===== src/rtl/mem_arb_pkg.sv =====
// Shared types and default widths for the two-requester memory arbiter.
package mem_arb_pkg;

  localparam int unsigned DEF_ADDR_W = 32;
  localparam int unsigned DEF_DATA_W = 32;
  localparam int unsigned CNT_W      = 16;

  typedef enum logic [1:0] {
    ST_IDLE  = 2'd0,
    ST_ISSUE = 2'd1,
    ST_WAIT  = 2'd2
  } state_e;

  typedef enum logic {
    MST_IFU = 1'b0,
    MST_LSU = 1'b1
  } mst_e;

endpackage


===== src/rtl/mem_arb_if.sv =====
// Bundle of the IFU/LSU request-response ports and the downstream memory port.
interface mem_arb_if
  import mem_arb_pkg::*;
#(
  parameter int unsigned ADDR_W = DEF_ADDR_W,
  parameter int unsigned DATA_W = DEF_DATA_W
);

  logic                ifu_req_valid;
  logic                ifu_req_ready;
  logic [ADDR_W-1:0]   ifu_req_addr;
  logic                ifu_req_wen;
  logic [DATA_W-1:0]   ifu_req_wdata;
  logic [DATA_W/8-1:0] ifu_req_wmask;
  logic                ifu_rsp_valid;
  logic [DATA_W-1:0]   ifu_rsp_rdata;
  logic                ifu_rsp_err;

  logic                lsu_req_valid;
  logic                lsu_req_ready;
  logic [ADDR_W-1:0]   lsu_req_addr;
  logic                lsu_req_wen;
  logic [DATA_W-1:0]   lsu_req_wdata;
  logic [DATA_W/8-1:0] lsu_req_wmask;
  logic                lsu_rsp_valid;
  logic [DATA_W-1:0]   lsu_rsp_rdata;
  logic                lsu_rsp_err;

  logic                mem_req_valid;
  logic                mem_req_ready;
  logic [ADDR_W-1:0]   mem_req_addr;
  logic                mem_req_wen;
  logic [DATA_W-1:0]   mem_req_wdata;
  logic [DATA_W/8-1:0] mem_req_wmask;
  logic                mem_rsp_valid;
  logic [DATA_W-1:0]   mem_rsp_rdata;
  logic                mem_rsp_err;

  logic                busy;

  // Arbiter side.
  modport slave (
    input  ifu_req_valid, ifu_req_addr, ifu_req_wen, ifu_req_wdata, ifu_req_wmask,
    output ifu_req_ready, ifu_rsp_valid, ifu_rsp_rdata, ifu_rsp_err,
    input  lsu_req_valid, lsu_req_addr, lsu_req_wen, lsu_req_wdata, lsu_req_wmask,
    output lsu_req_ready, lsu_rsp_valid, lsu_rsp_rdata, lsu_rsp_err,
    output mem_req_valid, mem_req_addr, mem_req_wen, mem_req_wdata, mem_req_wmask,
    input  mem_req_ready, mem_rsp_valid, mem_rsp_rdata, mem_rsp_err,
    output busy
  );

  // Environment side (requesters and memory).
  modport master (
    output ifu_req_valid, ifu_req_addr, ifu_req_wen, ifu_req_wdata, ifu_req_wmask,
    input  ifu_req_ready, ifu_rsp_valid, ifu_rsp_rdata, ifu_rsp_err,
    output lsu_req_valid, lsu_req_addr, lsu_req_wen, lsu_req_wdata, lsu_req_wmask,
    input  lsu_req_ready, lsu_rsp_valid, lsu_rsp_rdata, lsu_rsp_err,
    input  mem_req_valid, mem_req_addr, mem_req_wen, mem_req_wdata, mem_req_wmask,
    output mem_req_ready, mem_rsp_valid, mem_rsp_rdata, mem_rsp_err,
    input  busy
  );

endinterface


===== src/rtl/mem_arb_rr2.sv =====
// Two-way round-robin picker: a tie goes to whichever master was not granted last.
module mem_arb_rr2
  import mem_arb_pkg::*;
(
  input  logic i_ifu_valid,
  input  logic i_lsu_valid,
  input  mst_e i_last_grant,
  output mst_e o_grant
);

  always_comb begin
    o_grant = MST_IFU;
    if (i_ifu_valid && i_lsu_valid) begin
      o_grant = (i_last_grant == MST_IFU) ? MST_LSU : MST_IFU;
    end else if (i_lsu_valid) begin
      o_grant = MST_LSU;
    end
  end

endmodule


===== src/rtl/mem_arb.sv =====
// IFU/LSU memory arbiter: one outstanding transaction, round-robin grant,
// registered downstream request and a response-wait timeout.
module mem_arb
  import mem_arb_pkg::*;
#(
  parameter int unsigned ADDR_W  = DEF_ADDR_W,
  parameter int unsigned DATA_W  = DEF_DATA_W,
  parameter int unsigned TIMEOUT = 255
)(
  input  logic      clk,
  input  logic      rst_n,
  mem_arb_if.slave  bus
);

  localparam int unsigned        MASK_W      = DATA_W / 8;
  localparam logic [CNT_W-1:0]   LP_CNT_LAST = CNT_W'(TIMEOUT - 1);

  state_e              r_state;
  state_e              w_state_nxt;
  mst_e                r_last_grant;
  mst_e                r_owner;
  mst_e                w_grant;
  logic [ADDR_W-1:0]   r_addr;
  logic                r_wen;
  logic [DATA_W-1:0]   r_wdata;
  logic [MASK_W-1:0]   r_wmask;
  logic [CNT_W-1:0]    r_wait_cnt;

  logic                w_accept;
  logic                w_issue_done;
  logic                w_rsp_fire;
  logic                w_rsp_err;
  logic [DATA_W-1:0]   w_rsp_rdata;

  mem_arb_rr2 u_rr2 (
    .i_ifu_valid  (bus.ifu_req_valid),
    .i_lsu_valid  (bus.lsu_req_valid),
    .i_last_grant (r_last_grant),
    .o_grant      (w_grant)
  );

  always_ff @(posedge clk or negedge rst_n) begin
    if (!rst_n) begin
      r_state <= ST_IDLE;
    end else begin
      r_state <= w_state_nxt;
    end
  end

  always_ff @(posedge clk or negedge rst_n) begin
    if (!rst_n) begin
      r_last_grant <= MST_LSU;
      r_owner      <= MST_IFU;
      r_addr       <= '0;
      r_wen        <= 1'b0;
      r_wdata      <= '0;
      r_wmask      <= '0;
    end else if (w_accept) begin
      r_last_grant <= w_grant;
      r_owner      <= w_grant;
      if (w_grant == MST_IFU) begin
        r_addr  <= bus.ifu_req_addr;
        r_wen   <= bus.ifu_req_wen;
        r_wdata <= bus.ifu_req_wdata;
        r_wmask <= bus.ifu_req_wmask;
      end else begin
        r_addr  <= bus.lsu_req_addr;
        r_wen   <= bus.lsu_req_wen;
        r_wdata <= bus.lsu_req_wdata;
        r_wmask <= bus.lsu_req_wmask;
      end
    end
  end

  always_ff @(posedge clk or negedge rst_n) begin
    if (!rst_n) begin
      r_wait_cnt <= '0;
    end else if (w_issue_done) begin
      r_wait_cnt <= '0;
    end else if ((r_state == ST_WAIT) && !bus.mem_rsp_valid) begin
      r_wait_cnt <= r_wait_cnt + CNT_W'(1);
    end
  end

  // Everything is gated by rst_n so the outputs fall the instant reset asserts.
  always_comb begin
    w_state_nxt       = r_state;
    w_accept          = 1'b0;
    w_issue_done      = 1'b0;
    w_rsp_fire        = 1'b0;
    w_rsp_err         = 1'b0;
    w_rsp_rdata       = '0;
    bus.ifu_req_ready = 1'b0;
    bus.lsu_req_ready = 1'b0;
    bus.mem_req_valid = 1'b0;
    if (rst_n) begin
      unique case (r_state)
        ST_IDLE: begin
          bus.ifu_req_ready = bus.ifu_req_valid && (w_grant == MST_IFU);
          bus.lsu_req_ready = bus.lsu_req_valid && (w_grant == MST_LSU);
          if (bus.ifu_req_valid || bus.lsu_req_valid) begin
            w_accept    = 1'b1;
            w_state_nxt = ST_ISSUE;
          end
        end
        ST_ISSUE: begin
          bus.mem_req_valid = 1'b1;
          if (bus.mem_req_ready) begin
            w_issue_done = 1'b1;
            w_state_nxt  = ST_WAIT;
          end
        end
        ST_WAIT: begin
          // A real response beats a timeout expiring in the same cycle.
          if (bus.mem_rsp_valid) begin
            w_rsp_fire  = 1'b1;
            w_rsp_rdata = bus.mem_rsp_rdata;
            w_rsp_err   = bus.mem_rsp_err;
            w_state_nxt = ST_IDLE;
          end else if (r_wait_cnt == LP_CNT_LAST) begin
            w_rsp_fire  = 1'b1;
            w_rsp_err   = 1'b1;
            w_state_nxt = ST_IDLE;
          end
        end
        default: w_state_nxt = ST_IDLE;
      endcase
    end
  end

  always_comb begin
    bus.ifu_rsp_valid = w_rsp_fire && (r_owner == MST_IFU);
    bus.lsu_rsp_valid = w_rsp_fire && (r_owner == MST_LSU);
    bus.ifu_rsp_rdata = bus.ifu_rsp_valid ? w_rsp_rdata : '0;
    bus.lsu_rsp_rdata = bus.lsu_rsp_valid ? w_rsp_rdata : '0;
    bus.ifu_rsp_err   = bus.ifu_rsp_valid && w_rsp_err;
    bus.lsu_rsp_err   = bus.lsu_rsp_valid && w_rsp_err;
    bus.busy          = rst_n && (r_state != ST_IDLE);
  end

  assign bus.mem_req_addr  = r_addr;
  assign bus.mem_req_wen   = r_wen;
  assign bus.mem_req_wdata = r_wdata;
  assign bus.mem_req_wmask = r_wmask;

endmodule

===== src/flat_wrapper.sv =====
// flat-port wrapper written by rule: the top's interface ports become plain ports
module mem_arb_flat import mem_arb_pkg::*;
#(
  parameter int unsigned ADDR_W  = DEF_ADDR_W,
  parameter int unsigned DATA_W  = DEF_DATA_W,
  parameter int unsigned TIMEOUT = 255
)
  (clk, rst_n, bus_ifu_req_valid, bus_ifu_req_addr, bus_ifu_req_wen, bus_ifu_req_wdata, bus_ifu_req_wmask, bus_ifu_req_ready, bus_ifu_rsp_valid, bus_ifu_rsp_rdata, bus_ifu_rsp_err, bus_lsu_req_valid, bus_lsu_req_addr, bus_lsu_req_wen, bus_lsu_req_wdata, bus_lsu_req_wmask, bus_lsu_req_ready, bus_lsu_rsp_valid, bus_lsu_rsp_rdata, bus_lsu_rsp_err, bus_mem_req_valid, bus_mem_req_addr, bus_mem_req_wen, bus_mem_req_wdata, bus_mem_req_wmask, bus_mem_req_ready, bus_mem_rsp_valid, bus_mem_rsp_rdata, bus_mem_rsp_err, bus_busy);
  mem_arb_if #(.ADDR_W(ADDR_W), .DATA_W(DATA_W)) bus_i ();
  input  logic clk;
  input  logic rst_n;
  input wire logic [$bits(bus_i.ifu_req_valid)-1:0] bus_ifu_req_valid;
  input wire logic [$bits(bus_i.ifu_req_addr)-1:0] bus_ifu_req_addr;
  input wire logic [$bits(bus_i.ifu_req_wen)-1:0] bus_ifu_req_wen;
  input wire logic [$bits(bus_i.ifu_req_wdata)-1:0] bus_ifu_req_wdata;
  input wire logic [$bits(bus_i.ifu_req_wmask)-1:0] bus_ifu_req_wmask;
  output wire logic [$bits(bus_i.ifu_req_ready)-1:0] bus_ifu_req_ready;
  output wire logic [$bits(bus_i.ifu_rsp_valid)-1:0] bus_ifu_rsp_valid;
  output wire logic [$bits(bus_i.ifu_rsp_rdata)-1:0] bus_ifu_rsp_rdata;
  output wire logic [$bits(bus_i.ifu_rsp_err)-1:0] bus_ifu_rsp_err;
  input wire logic [$bits(bus_i.lsu_req_valid)-1:0] bus_lsu_req_valid;
  input wire logic [$bits(bus_i.lsu_req_addr)-1:0] bus_lsu_req_addr;
  input wire logic [$bits(bus_i.lsu_req_wen)-1:0] bus_lsu_req_wen;
  input wire logic [$bits(bus_i.lsu_req_wdata)-1:0] bus_lsu_req_wdata;
  input wire logic [$bits(bus_i.lsu_req_wmask)-1:0] bus_lsu_req_wmask;
  output wire logic [$bits(bus_i.lsu_req_ready)-1:0] bus_lsu_req_ready;
  output wire logic [$bits(bus_i.lsu_rsp_valid)-1:0] bus_lsu_rsp_valid;
  output wire logic [$bits(bus_i.lsu_rsp_rdata)-1:0] bus_lsu_rsp_rdata;
  output wire logic [$bits(bus_i.lsu_rsp_err)-1:0] bus_lsu_rsp_err;
  output wire logic [$bits(bus_i.mem_req_valid)-1:0] bus_mem_req_valid;
  output wire logic [$bits(bus_i.mem_req_addr)-1:0] bus_mem_req_addr;
  output wire logic [$bits(bus_i.mem_req_wen)-1:0] bus_mem_req_wen;
  output wire logic [$bits(bus_i.mem_req_wdata)-1:0] bus_mem_req_wdata;
  output wire logic [$bits(bus_i.mem_req_wmask)-1:0] bus_mem_req_wmask;
  input wire logic [$bits(bus_i.mem_req_ready)-1:0] bus_mem_req_ready;
  input wire logic [$bits(bus_i.mem_rsp_valid)-1:0] bus_mem_rsp_valid;
  input wire logic [$bits(bus_i.mem_rsp_rdata)-1:0] bus_mem_rsp_rdata;
  input wire logic [$bits(bus_i.mem_rsp_err)-1:0] bus_mem_rsp_err;
  output wire logic [$bits(bus_i.busy)-1:0] bus_busy;
  assign bus_i.ifu_req_valid = bus_ifu_req_valid;
  assign bus_i.ifu_req_addr = bus_ifu_req_addr;
  assign bus_i.ifu_req_wen = bus_ifu_req_wen;
  assign bus_i.ifu_req_wdata = bus_ifu_req_wdata;
  assign bus_i.ifu_req_wmask = bus_ifu_req_wmask;
  assign bus_ifu_req_ready = bus_i.ifu_req_ready;
  assign bus_ifu_rsp_valid = bus_i.ifu_rsp_valid;
  assign bus_ifu_rsp_rdata = bus_i.ifu_rsp_rdata;
  assign bus_ifu_rsp_err = bus_i.ifu_rsp_err;
  assign bus_i.lsu_req_valid = bus_lsu_req_valid;
  assign bus_i.lsu_req_addr = bus_lsu_req_addr;
  assign bus_i.lsu_req_wen = bus_lsu_req_wen;
  assign bus_i.lsu_req_wdata = bus_lsu_req_wdata;
  assign bus_i.lsu_req_wmask = bus_lsu_req_wmask;
  assign bus_lsu_req_ready = bus_i.lsu_req_ready;
  assign bus_lsu_rsp_valid = bus_i.lsu_rsp_valid;
  assign bus_lsu_rsp_rdata = bus_i.lsu_rsp_rdata;
  assign bus_lsu_rsp_err = bus_i.lsu_rsp_err;
  assign bus_mem_req_valid = bus_i.mem_req_valid;
  assign bus_mem_req_addr = bus_i.mem_req_addr;
  assign bus_mem_req_wen = bus_i.mem_req_wen;
  assign bus_mem_req_wdata = bus_i.mem_req_wdata;
  assign bus_mem_req_wmask = bus_i.mem_req_wmask;
  assign bus_i.mem_req_ready = bus_mem_req_ready;
  assign bus_i.mem_rsp_valid = bus_mem_rsp_valid;
  assign bus_i.mem_rsp_rdata = bus_mem_rsp_rdata;
  assign bus_i.mem_rsp_err = bus_mem_rsp_err;
  assign bus_busy = bus_i.busy;
  mem_arb #(.ADDR_W(ADDR_W), .DATA_W(DATA_W), .TIMEOUT(TIMEOUT)) u_core (.clk(clk), .rst_n(rst_n), .bus(bus_i));
endmodule

===== config.mk =====
export PLATFORM = sky130hd
export DESIGN_NAME = mem_arb_flat
export DESIGN_NICKNAME = d
export VERILOG_FILES = /design/src/rtl/mem_arb_pkg.sv /design/src/rtl/mem_arb_if.sv /design/src/rtl/mem_arb_rr2.sv /design/src/rtl/mem_arb.sv /design/src/flat_wrapper.sv
export SDC_FILE = /design/constraint.sdc
export NUM_CORES = 1
export LEC_CHECK = 0
export ABC_AREA = 0
export CAP_MARGIN = 15
export CORE_AREA = 5 5 119 121
export DETAILED_ROUTE_END_ITERATION = 10
export DIE_AREA = 0 0 124 126
export MAX_ROUTING_LAYER = met4
export PLACE_DENSITY = 0.88
export SETUP_SLACK_MARGIN = 0.05
export SLEW_MARGIN = 20
export SYNTH_ARGS = -nofsm -noshare
export SYNTH_HDL_FRONTEND = slang
export SYNTH_SLANG_ARGS = --single-unit

===== constraint.sdc =====
create_clock -name clk -period 3.6 [get_ports clk]
set_clock_uncertainty 0.2 [all_clocks]
set_input_delay 0.72 -clock clk [delete_from_list [all_inputs] [get_ports clk]]
set_output_delay 0.72 -clock clk [all_outputs]
set_load 0.01 [all_outputs]

run_1/congestion.png
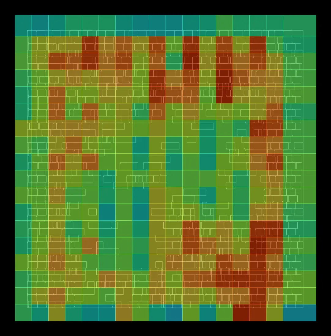
gr busiest metal: met2
routed len/inst: 17.2 um
M3 GR Usage: 6.64%
Post-Route Utilization: 64.7%
met1 Usage GRT: 21.8%

run_1/layer_met1.png
Supply wires on this layer in gray.
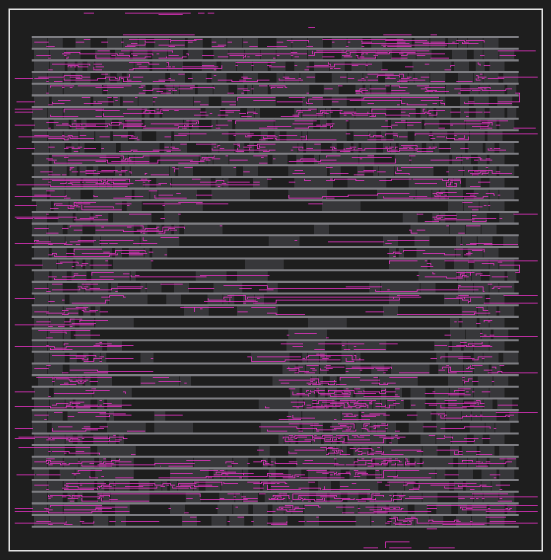
main direction: horizontal
wire length on this layer: 5770 um
share of all routed wire: 34%
Routed Wire Length: 17000 um
vias: 4711

==> impl_metrics.yaml, run 1 <==
# implementation run metrics
run_status:
  status: "finished clean"
clock_tree:
  cts_tree: "yes"
  cts_root_buffer: "clkbuf_16"
yosys:
  yosysTopAreaCell: "dfrtp_1"
  fp_nets: 675
  synth-edff-count: 0
  synth_cell_types: 39
  ys_sh_xor_pct: 1.31
  ys_ff: 89
  topCellsByArea: "dfrtp_1 (47%), mux2i_1 (15%), and2_1 (8.7%)"
placed_design:
  dp_cells: 968
  place_hpwl_um: 14100
setup_path:
  critPathLaunchType: "flip-flop"
  end_kind: "output pin"
final_timing:
  fin_crit_ns: 3.39
power_and_ir_drop:
  vdd_drop_max_mv: 0.318
  p_clk_share_pct: 18.2
  power_leakage_uw: 0.00358
  p_total_uw: 4710
floorplan:
  fp-row-count: 42
cells_and_area:
  num-nets-final: 982
run_1/flops_by_reg.png
Other sequential cells in the stronger gray, the rest of the logic in the fainter gray.
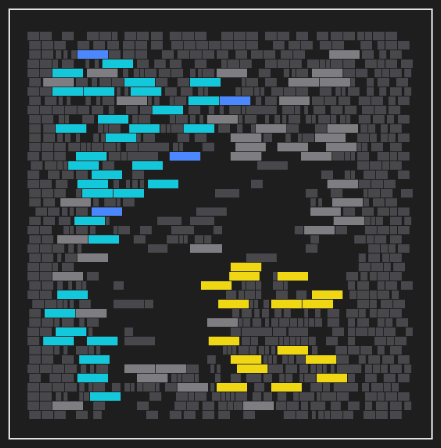
[cyan] `u_core.bus.mem_req_wdata` | sequential cells: 32 | where: a vertical strip on the left
[blue] `u_core.bus.mem_req_wmask` | sequential cells: 4
[yellow] `u_core.r_wait_cnt` | sequential cells: 16 | where: south
not colored: 37
sequential cell area share: 26.5%
Seq group: 1660 uW
Flop area: 2230 um2

run_1/io_fan.png
The bar under the picture is 20 um long.
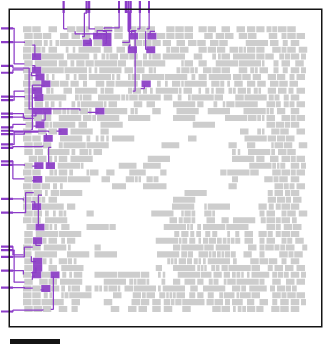
[purple] `bus_lsu_req_wdata` | bits: 32 | direction: input | edge: 23 west, 9 north | end cells: 32 | wire: 560 um
I/O pin count: 318
Port Buf Inserts: 317

## Run 2: what changed since run 1
--- a/config.mk
+++ b/config.mk
@@ -8,10 +8,11 @@
 export ABC_AREA = 0
 export CAP_MARGIN = 15
 export CORE_AREA = 5 5 119 121
+export CTS_CLUSTER_SIZE = 24
 export DETAILED_ROUTE_END_ITERATION = 10
 export DIE_AREA = 0 0 124 126
 export MAX_ROUTING_LAYER = met4
-export PLACE_DENSITY = 0.88
+export PLACE_DENSITY = 0.9
 export SETUP_SLACK_MARGIN = 0.05
 export SLEW_MARGIN = 20
 export SYNTH_ARGS = -nofsm -noshare
run_2/congestion.png
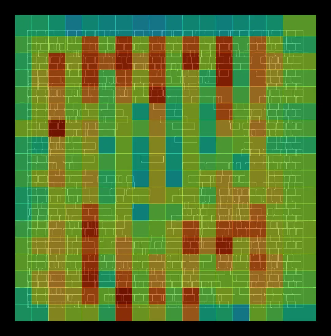
GR Layer Usage met2: 38.2%
Post-Route Utilization: 64.7%
Total Routing Usage GR: 20.9%

==> run 2 against run 1 <==
Effect of this change:
- via count rose by 0.30%
- global-route usage down 0.76 points
- critical path type unchanged
- largest cell class unchanged
- total power increased by 1.6%
- non-clock buffer count is 1 lower
- worst hold slack improved by 0.23 ns
- die area unchanged
- area after synthesis unchanged
- register-to-register slack got worse by 0.08 ns
- core utilization barely moved
- synthesized cell count unchanged
- count of clock-buffer cells in the layout down 1
- design area barely moved
==> impl_metrics.yaml, run 2 <==
# implementation run metrics
yosys:
  ys_sh_xor_pct: 1.31
  fp_nets: 675
  synth-edff-count: 0
  ys_ff: 89
  yosysTopAreaCell: "dfrtp_1"
cells_and_area:
  regArea_um2: 2230
  num-nets-final: 981
power_and_ir_drop:
  power_leakage_uw: 0.00358
  p_clk_share_pct: 20.5
route:
  wire_per_inst_um: 16.9
  vias: 4725
  wirelength_um: 16600
clock_tree:
  cts_root_buffer: "clkbuf_16"
  cts_tree: "yes"
placed_design:
  port_buffers: 317
  place_hpwl_um: 13500
  dp_cells: 966
global_route:
  grtUsageMet1_pct: 20.4
  busiest_layer: "met2"
floorplan:
  io_pins: 318
setup_path:
  critPathLaunchType: "flip-flop"
run_status:
  status: "finished clean"
Power is estimated from default activity; no workload was simulated.
